Fig. 1: the metal 1 layer
Scale bar: 20 µm. Supply wires on this layer in gray.
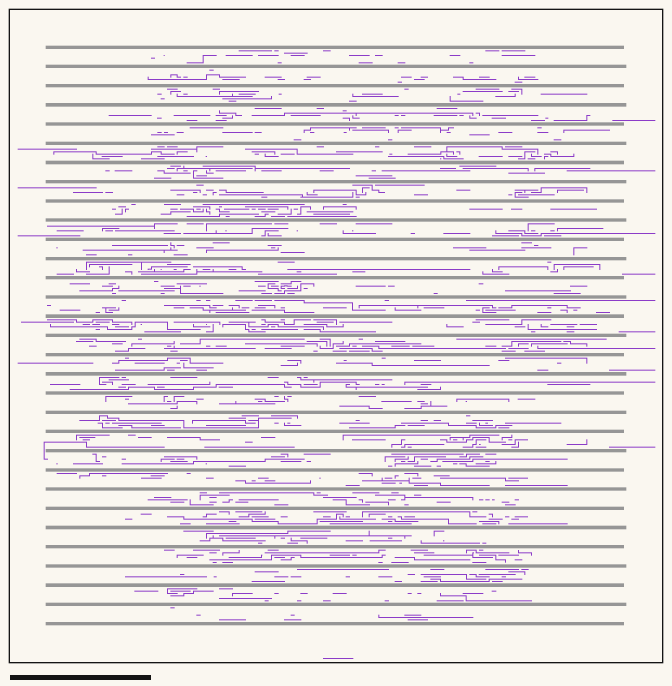
Fig. 2: the metal 2 layer
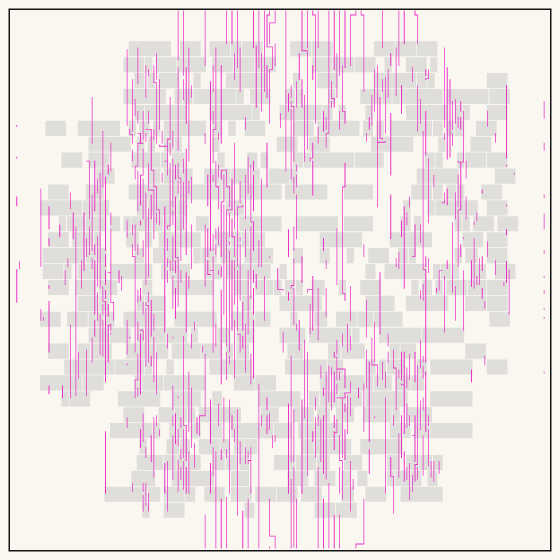
Fig. 3: placement by cell class
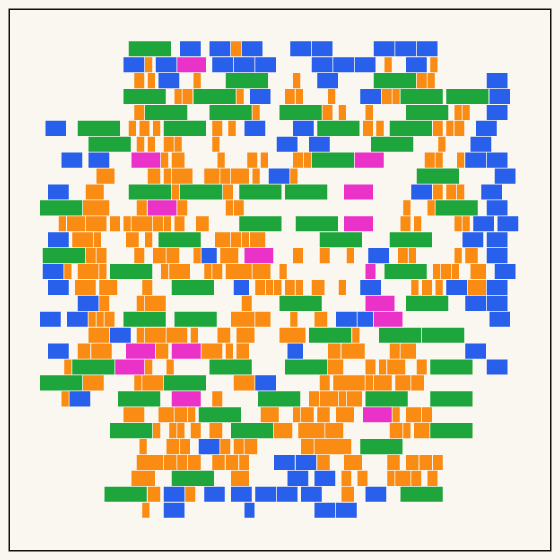
Fig. 4: the metal 3 layer
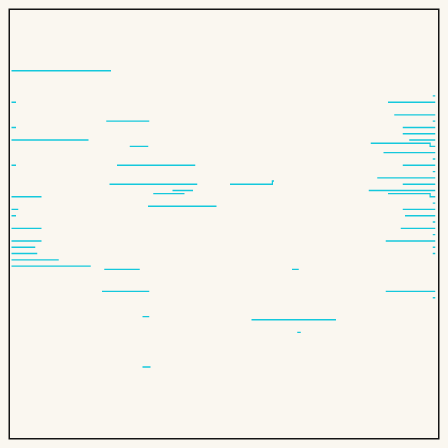
**src/rtl/cpu_defs.sv**
```systemverilog
// Shared opcode, field and FSM definitions for the fetch front end.
// Used by instr_fetch and pc_unit.
package cpu_defs;

  localparam logic [3:0] OP_LOGIC = 4'b0000;
  localparam logic [3:0] OP_ARITH = 4'b0001;
  localparam logic [3:0] OP_ADDI  = 4'b1001;
  localparam logic [3:0] OP_SUBI  = 4'b1010;
  localparam logic [3:0] OP_SLTI  = 4'b1011;

  localparam int OP_HI  = 15;
  localparam int OP_LO  = 12;
  localparam int RS_HI  = 11;
  localparam int RS_LO  = 10;
  localparam int RT_HI  = 9;
  localparam int RT_LO  = 8;
  localparam int RD_HI  = 7;
  localparam int RD_LO  = 6;
  localparam int FN_HI  = 1;
  localparam int FN_LO  = 0;
  localparam int IMM_HI = 7;
  localparam int IMM_LO = 0;

  localparam logic [1:0] S_IDLE = 2'd0;
  localparam logic [1:0] S_REQ  = 2'd1;
  localparam logic [1:0] S_HOLD = 2'd2;

  function automatic logic isLegalOp(input logic [3:0] op);
    logic legal;
    legal = 1'b0;
    unique case (1'b1)
      (op == OP_LOGIC): legal = 1'b1;
      (op == OP_ARITH): legal = 1'b1;
      (op == OP_ADDI):  legal = 1'b1;
      (op == OP_SUBI):  legal = 1'b1;
      (op == OP_SLTI):  legal = 1'b1;
      default:          legal = 1'b0;
    endcase
    return legal;
  endfunction

endpackage

```
**src/rtl/pc_unit.sv**
```systemverilog
// Program counter with +1 increment and branch redirect.
// A redirect during an outstanding request is parked until the ack.
module pc_unit
  import cpu_defs::*;
#(
  parameter int                 ADDR_W   = 8,
  parameter logic [ADDR_W-1:0]  RESET_PC = '0
) (
  input  logic              Clock,
  input  logic              Reset,
  input  logic              inReq,
  input  logic              ack,
  input  logic              branchTaken,
  input  logic [ADDR_W-1:0] branchTarget,
  output logic [ADDR_W-1:0] pc,
  output logic              kill
);

  logic [ADDR_W-1:0] pcQ;
  logic [ADDR_W-1:0] targetQ;
  logic              killQ;

  // PC stays frozen while a request is in flight so the address is stable
  always_ff @(posedge Clock) begin
    if (Reset) begin
      pcQ     <= RESET_PC;
      targetQ <= '0;
      killQ   <= 1'b0;
    end else if (branchTaken) begin
      if (inReq && !ack) begin
        killQ   <= 1'b1;
        targetQ <= branchTarget;
      end else begin
        pcQ   <= branchTarget;
        killQ <= 1'b0;
      end
    end else if (inReq && ack) begin
      killQ <= 1'b0;
      pcQ   <= killQ ? targetQ : pcQ + ADDR_W'(1);
    end
  end

  assign pc   = pcQ;
  assign kill = killQ;

endmodule

```
**src/rtl/instr_fetch.sv**
```systemverilog
// Instruction fetch: memory req/ack on one side, IR with
// valid/ready toward decode on the other.
module instr_fetch
  import cpu_defs::*;
#(
  parameter int                 ADDR_W   = 8,
  parameter logic [ADDR_W-1:0]  RESET_PC = '0,
  parameter int                 CNT_W    = 16
) (
  input  logic              Clock,
  input  logic              Reset,
  output logic              imem_req,
  output logic [ADDR_W-1:0] imem_addr,
  input  logic              imem_ack,
  input  logic [15:0]       imem_rdata,
  output logic              if_valid,
  input  logic              if_ready,
  output logic [3:0]        OPCODE,
  output logic [1:0]        rs,
  output logic [1:0]        rt,
  output logic [1:0]        rd,
  output logic [1:0]        funct,
  output logic [7:0]        imm,
  output logic [ADDR_W-1:0] pc_out,
  output logic              illegal_op,
  input  logic              branch_taken,
  input  logic [ADDR_W-1:0] branch_target,
  output logic [CNT_W-1:0]  fetch_count
);

  logic [1:0]        state;
  logic [15:0]       ir;
  logic [ADDR_W-1:0] pcOutQ;
  logic [CNT_W-1:0]  fetchCount;
  logic [ADDR_W-1:0] pc;
  logic              kill;
  logic              inReq;

  assign inReq = (state == S_REQ);

  pc_unit #(
    .ADDR_W   (ADDR_W),
    .RESET_PC (RESET_PC)
  ) uPc (
    .Clock        (Clock),
    .Reset        (Reset),
    .inReq        (inReq),
    .ack          (imem_ack),
    .branchTaken  (branch_taken),
    .branchTarget (branch_target),
    .pc           (pc),
    .kill         (kill)
  );

  // Fetch FSM, instruction register and saturating accept counter
  always_ff @(posedge Clock) begin
    if (Reset) begin
      state      <= S_IDLE;
      ir         <= '0;
      pcOutQ     <= '0;
      fetchCount <= '0;
    end else begin
      unique case (state)
        S_IDLE: state <= S_REQ;
        S_REQ: begin
          if (imem_ack && !branch_taken && !kill) begin
            ir     <= imem_rdata;
            pcOutQ <= pc;
            state  <= S_HOLD;
          end
        end
        S_HOLD: begin
          if (branch_taken) begin
            state <= S_REQ;
          end else if (if_ready) begin
            state <= S_REQ;
            if (fetchCount != '1) begin
              fetchCount <= fetchCount + CNT_W'(1);
            end
          end
        end
        default: state <= S_IDLE;
      endcase
    end
  end

  assign imem_req    = inReq;
  assign imem_addr   = pc;
  assign if_valid    = (state == S_HOLD);
  assign OPCODE      = ir[OP_HI:OP_LO];
  assign rs          = ir[RS_HI:RS_LO];
  assign rt          = ir[RT_HI:RT_LO];
  assign rd          = ir[RD_HI:RD_LO];
  assign funct       = ir[FN_HI:FN_LO];
  assign imm         = ir[IMM_HI:IMM_LO];
  assign pc_out      = pcOutQ;
  assign illegal_op  = if_valid && !isLegalOp(OPCODE);
  assign fetch_count = fetchCount;

endmodule
```
**config.mk**
```make
export PLATFORM = sky130hd
export DESIGN_NAME = instr_fetch
export DESIGN_NICKNAME = d
export VERILOG_FILES = /design/src/rtl/cpu_defs.sv /design/src/rtl/pc_unit.sv /design/src/rtl/instr_fetch.sv
export SDC_FILE = /design/constraint.sdc
export NUM_CORES = 1
export LEC_CHECK = 0
export CORE_MARGIN = 5
export CORE_UTILIZATION = 40
export DETAILED_ROUTE_END_ITERATION = 7
export HOLD_SLACK_MARGIN = 0.12
export PLACE_DENSITY = 0.7
export SLEW_MARGIN = 30
export SYNTH_ARGS = -nofsm -noshare
export SYNTH_HDL_FRONTEND = slang
export SYNTH_SLANG_ARGS = --single-unit
```
**constraint.sdc**
```tcl
create_clock -name Clock -period 3.4 [get_ports Clock]
set_clock_uncertainty 0.1 [all_clocks]
set_input_delay 0.34 -clock Clock [delete_from_list [all_inputs] [get_ports Clock]]
set_output_delay 0.34 -clock Clock [all_outputs]
set_load 0.01 [all_outputs]
```
==> flow_summary.json <==
{
  "outcome": "completed",
  "final_layout_top_logic_cells": "sky130_fd_sc_hd__clkdlybuf4s50_1, sky130_fd_sc_hd__nand2_1, sky130_fd_sc_hd__dfxtp_1",
  "p_int_mw": 1.16,
  "holdPathStages": 2,
  "synth.cell_area_mm2": 0.00271,
  "final.min_clock_period_ps": 2170,
  "multi_input_comb_area_mm2": 0.00141,
  "detailed_place.area_mm2": 0.00356,
  "crit_path_end_kind": "output pin",
  "global_route_wire_length_before_repair_um": 11600,
  "clk_pin_slew_ps": 60,
  "drc": 0,
  "post_synthesis_share_of_cell_area_spent_on_and_or_nand_and_nor_gates_pct": 27.1,
  "synth_cell_type_count": 44,
  "final_layout_size_suffix_gt1_share_pct": 5.88,
  "clockRootBuffer": "sky130_fd_sc_hd__clkbuf_8",
  "initialDrtViolationCount": 139,
  "path_delay_family": "buffers and inverters",
  "post-route-period-util_pct": 63.8,
  "max_slew.worst_pin.slew_ps": 837,
  "clockBufferDepth": 2,
  "mappedNetlistNets": 358,
  "slew_violations": 0,
  "gr-usage-met3_pct": 3.98,
  "largest_cell_class": "multi-input combinational cells",
  "xor_share_pct": 0.323,
  "ir_worst_vdd_mv": 0.269,
  "layout_top_cell_excl_fill_tap": "sky130_fd_sc_hd__clkdlybuf4s50_1",
  "pre_cts_slack_ps": 882,
  "nFillCells": 647,
  "detail_route.first_pass.iterations": 4,
  "final-seq-area_mm2": 0.00118,
  "number_of_buffers_inserted_to_repair_setup_after_cts": 0,
  "timing.hold.worst.class": "reg -> reg",
  "critical_path_buf_inv_count": 1,
  "synth.mux.area_fraction_pct": 5.63,
  "ys_chip_area_mm2": 0.00271,
  "edf_count": 0,
  "part_of_the_total_power_dissipated_in_combinational_logic_pct": 11.2,
  "regToRegStartpoint": "fetch_count[0]$_SDFFE_PP0P_",
  "critical_path_peak_fanout": 6,
  "ys_seq_share_pct": 43.6,
  "startpoint": "state[1]$_SDFFE_PP0P_",
  "global_route.usage.met1_pct": 21.0,
  "fin_setup_tns_ps": 0,
  "postLayoutCoreUtil_pct": 56.3,
  "routed-via-count": 2605,
  "well_tap_cells": 80,
  "detail-route-antenna-nets": 0,
  "power_switching_share_pct": 23.8,
  "tritoncts": "built",
  "post_synth_fa_ha_maj_area_fraction_pct": 0.923,
  "openroad.warnings": 26,
  "ys_dominant_reg_cell": "sky130_fd_sc_hd__dfxtp_1",
  "max_freq_ghz": 0.461,
  "floorplan.core_area_mm2": 0.00668,
  "area.share.sequential_pct": 31.4,
  "largestPowerGroup": "registers",
  "gr-max-usage-layer": "met2",
  "slew_headroom_pct": 44.0,
  "grt_max_degree": 43,
  "post-place-cells": 473,
  "grt_pass1_vias": 2461,
  "timing.hold.worst_endpoint": "pc_out[6]$_SDFFE_PP0P_",
  "synth.yosys.num_cells": 327,
  "clockNetworkAreaShare_pct": 5.26,
  "final.setup.worst_slack_ps": 1230,
  "worstPathCellList": "nor2b_1 -> o31a_1 -> clkdlybuf4s50_1",
  "comb_area_share_pct": 37.4,
  "syn-instance-count": 327
}
About Fig. 1:
longest straight run: 35.4 µm
wire length on this layer: 3,230 µm
nets with wire on the layer: 392
main direction: horizontal
share of all routed wire: 46%

About Fig. 2:
wire length on this layer: 3,330 µm
nets with wire on the layer: 374
share of all routed wire: 47%
longest straight run: 28.9 µm
main direction: vertical

About Fig. 3:
| class | color | cells | share of their area |
|---|---|---|---|
| other buffers and delay cells | blue | 87 | 23% |
| combinational and other logic | orange | 247 | 39% |
| clock drivers and dummy loads | magenta | 15 | 5.4% |
| flops | green | 59 | 32% |

About Fig. 4:
nets with wire on the layer: 49
main direction: horizontal
wire length on this layer: 374 µm

==> cells in the mapped netlist, types with 2 or more instances <==
master	n
sky130_fd_sc_hd__and2_1	3
sky130_fd_sc_hd__inv_1	5
sky130_fd_sc_hd__o31ai_1	3
sky130_fd_sc_hd__o21a_1	2
sky130_fd_sc_hd__mux2i_1	13
sky130_fd_sc_hd__a21oi_1	40
sky130_fd_sc_hd__and3_1	4
sky130_fd_sc_hd__buf_2	5
sky130_fd_sc_hd__buf_4	5
sky130_fd_sc_hd__and4_1	4
sky130_fd_sc_hd__dfxtp_1	59
sky130_fd_sc_hd__a22o_1	3
sky130_fd_sc_hd__clkbuf_1	9
sky130_fd_sc_hd__or3_1	7
sky130_fd_sc_hd__ha_1	2
sky130_fd_sc_hd__nand4_1	4
sky130_fd_sc_hd__nor2_1	19
sky130_fd_sc_hd__buf_1	2
sky130_fd_sc_hd__mux2_1	2
sky130_fd_sc_hd__nor2b_1	6
sky130_fd_sc_hd__nor3_1	5
sky130_fd_sc_hd__or4_1	3
sky130_fd_sc_hd__nand3_1	8
sky130_fd_sc_hd__a221o_1	4
sky130_fd_sc_hd__o41ai_1	3
sky130_fd_sc_hd__nand2b_1	5
sky130_fd_sc_hd__nor4_1	4
sky130_fd_sc_hd__o21ai_0	10
sky130_fd_sc_hd__nand2_1	69
sky130_fd_sc_hd__nor3b_1	3
sky130_fd_sc_hd__o311ai_1	3
==> sequential cells by signal, summed over array words and instances, names as in the netlist <==
register	count
fetch_count	16
pc_out	8
uPc.kill	1
ir	16
state	2
uPc.pc	8
uPc.targetQ	8
==> kinds of logic (layout without fill, tap and decap cells) <==
logic type	after synthesis	count (layout)
buffers and inverters	26	107
xor gates and xnor gates	1	1
AOI/OAI and AO/OA	76	76
DFF	59	59
and+or+nand+nor	148	148
muxes	15	15
adders and majority gates	2	2
